==> src/rtl/rr_arb_pkg.sv <==
// Shared constants, FSM state type and rotate helpers for the 8-way round-robin arbiter.
package rr_arb_pkg;

    localparam int N    = 8;
    localparam int IDXW = 3;

    typedef enum logic {
        IDLE  = 1'b0,
        GRANT = 1'b1
    } state_t;

    // Bit 0 of the result is v[s]: makes the search start at the pointer.
    function automatic logic [N-1:0] rot_right(input logic [N-1:0] v, input logic [IDXW-1:0] s);
        logic [2*N-1:0] d;
        d = {v, v} >> s;
        return d[N-1:0];
    endfunction

    function automatic logic [N-1:0] rot_left(input logic [N-1:0] v, input logic [IDXW-1:0] s);
        logic [2*N-1:0] d;
        d = {v, v} << s;
        return d[2*N-1:N];
    endfunction

endpackage

==> src/rtl/rr_prio_enc8.sv <==
// Pointer-relative priority encoder: first set request at or above ptr, wrapping 7->0.
module rr_prio_enc8
    import rr_arb_pkg::*;
(
    input  logic [N-1:0]    req,
    input  logic [IDXW-1:0] ptr,
    output logic [IDXW-1:0] pick,
    output logic            any_req
);

    logic [N-1:0]    rot;
    logic [N-1:0]    first_hot;
    logic [IDXW-1:0] offset;

    assign rot = rot_right(req, ptr);

    genvar gi;
    generate
        for (gi = 0; gi < N; gi++) begin : g_first
            if (gi == 0) begin : g_lsb
                assign first_hot[gi] = rot[0];
            end else begin : g_upper
                assign first_hot[gi] = rot[gi] & ~(|rot[gi-1:0]);
            end
        end
    endgenerate

    // first_hot is at most one-hot, so OR-ing the indices is an exact encode.
    always_comb begin
        offset = '0;
        for (int i = 0; i < N; i++) begin
            if (first_hot[i]) begin
                offset = offset | IDXW'(i);
            end
        end
    end

    assign pick    = offset + ptr;
    assign any_req = |req;

endmodule

==> config.mk <==
export PLATFORM = sky130hd
export DESIGN_NAME = rr_prio_enc8
export DESIGN_NICKNAME = d
export VERILOG_FILES = /design/src/rtl/rr_arb_pkg.sv /design/src/rtl/rr_prio_enc8.sv
export SDC_FILE = /design/constraint.sdc
export NUM_CORES = 1
export LEC_CHECK = 0
export CAP_MARGIN = 10
export CORE_AREA = 2 2 39 41
export DETAILED_ROUTE_END_ITERATION = 8
export DIE_AREA = 0 0 41 43
export PLACE_DENSITY = 0.78
export SLEW_MARGIN = 15
export SYNTH_ARGS = -nofsm -noshare
export SYNTH_HDL_FRONTEND = slang
export SYNTH_SLANG_ARGS = --single-unit
==> constraint.sdc <==
create_clock -name vclk -period 4.83
set_input_delay 0.966 -clock vclk [all_inputs]
set_output_delay 0.966 -clock vclk [all_outputs]
set_load 0.05 [all_outputs]
==> flow_summary.toml, run 1 <==
# physical design summary
[run_status]
status = "complete, no violations"

[final_timing]
setup_tns_ns = 0

[power_and_ir_drop]
combinationalPowerShare_pct = 100.0
power-top-group = "combinational logic"
power_switching_mw = 0.0634

[final_layout]
final_nets = 110
design_area_um2 = 913
seq-cell-share_pct = 0
inv_count = 2
flop_area_um2 = 0
dominant_cells = "combinational gates"

[clock_tree]
cts_resized = 0

[yosys]
synth_area_um2 = 559
synthXorXnorAreaFrac_pct = 4.70
synth_cell_type_count = 31
ys_seq_share_pct = 0

[critical_path]
crit_fanout = 6
setup.worst_path.class = "primary input to primary output"

[drt]
viasPerCell = 5.78

[global_routing]
grt_pass1_vias = 634

[floorplanning]
io_pins = 15
Figure 1. Gate-type map (run 1).
Scale: 12 px per um.
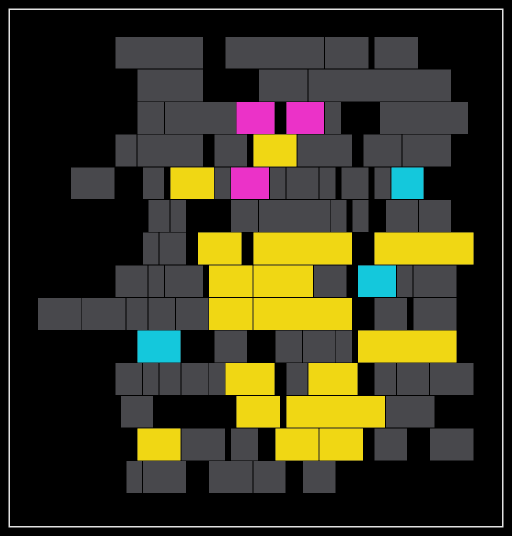
AND-OR and OR-AND gates -> cyan  # cells 3
multiplexers -> yellow  # cells 17, most used mux2i_1
XOR/XNOR gates -> magenta  # cells 3, most used xor2_1

Figure 2. Congestion heat map (run 1).
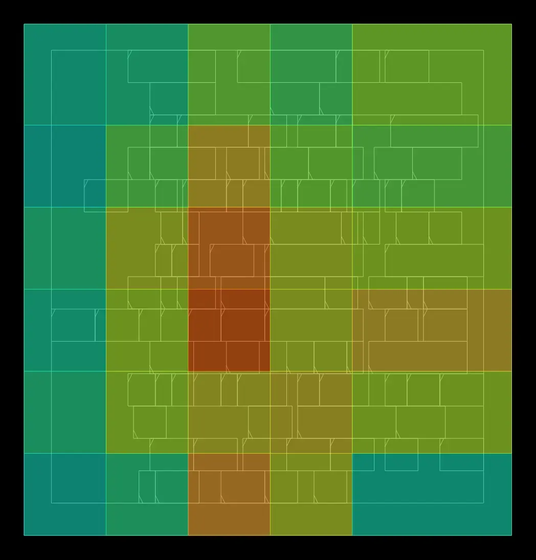
wire per inst: 14.6 um
Final Util: 66.0%
met1 Track Usage GR: 27.1%
GRT met3 Usage: 0%

Figure 3. Routed metal, one colour a layer (run 1).
Scale: 8 px per um. Two of the layers only.
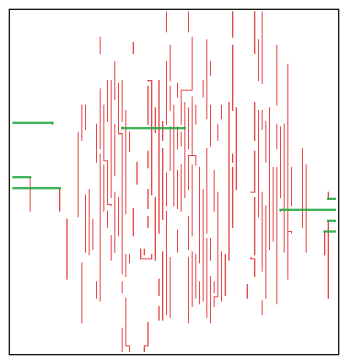
metal 2 -> red  # wire length 869 um
metal 3 -> green  # wire length 30.1 um

--- run 2 (diff from run 1) ---
Settings changed: PLACE_DENSITY 0.78 to unset, PLACE_DENSITY_LB_ADDON set to 0.3.
Figure 4. Cell classes on the final placement (run 2).
Scale: 12 px per um. Fill, decap, tap and diode cells in grey.
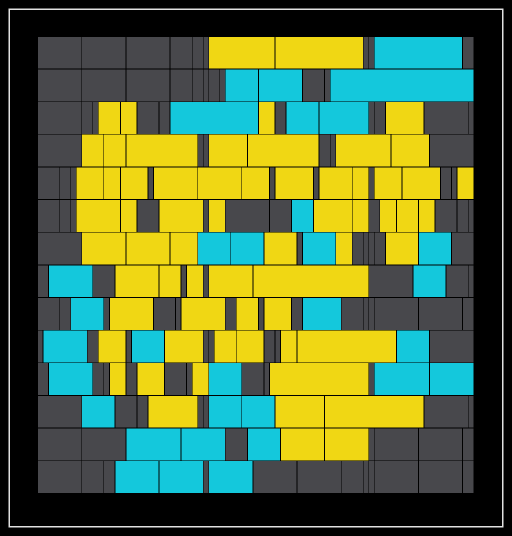
other buffers and delay cells -> cyan  # cells 32, share of their area 37%
combinational and other logic -> yellow  # cells 64, share of their area 63%

Figure 5. Gate-type map (run 2).
Scale: 12 px per um.
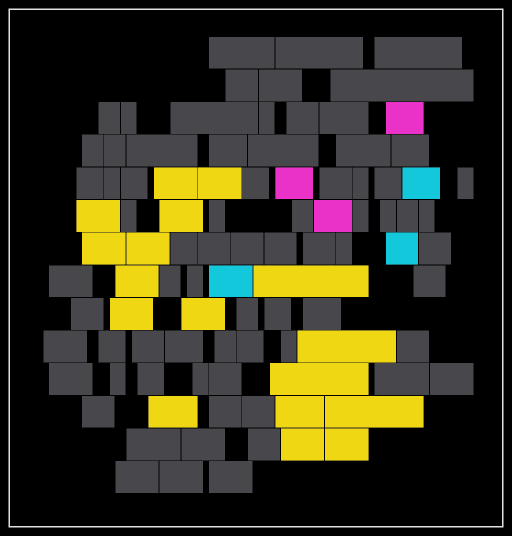
XOR/XNOR gates -> magenta  # cells 3, most used xor2_1
AND-OR and OR-AND gates -> cyan  # cells 3
multiplexers -> yellow  # cells 17, most used mux2i_1

==> flow_summary.toml, run 2 <==
# physical design summary
[yosys]
synth_area_um2 = 559
top_cell_area_share_pct = 19.7
ys_seq_share_pct = 0
ys_top_logic_family = "multiplexers"
synth_cell_type_count = 31

[final_layout]
lay_top_cells = "15 x buf_4, 11 x mux2i_1, 10 x nand2_1"
dominant_cells = "combinational gates"
design_area_um2 = 893
inv_count = 2
seq-cell-share_pct = 0
postLayoutCoreUtil_pct = 64.6
final_nets = 111
flop_area_um2 = 0

[global_routing]
use_met3_pct = 0
grt_util_met1_pct = 29.0
grt_pass1_vias = 601

[drt]
wl_per_cell_um = 13.6
viasPerCell = 5.56

[run_status]
status = "complete, no violations"

[clock_tree]
cts_resized = 5

[placement]
placed_area_um2 = 847

[floorplanning]
io_pins = 15
dieArea_um2 = 1760

[critical_path]
setup.worst_path.class = "primary input to primary output"

[final_timing]
setup_tns_ns = 0
max_freq_ghz = 0.213

[power_and_ir_drop]
power_density_nw_per_um2 = 147
power-top-group = "combinational logic"
Power and IR drop assume default switching activity.
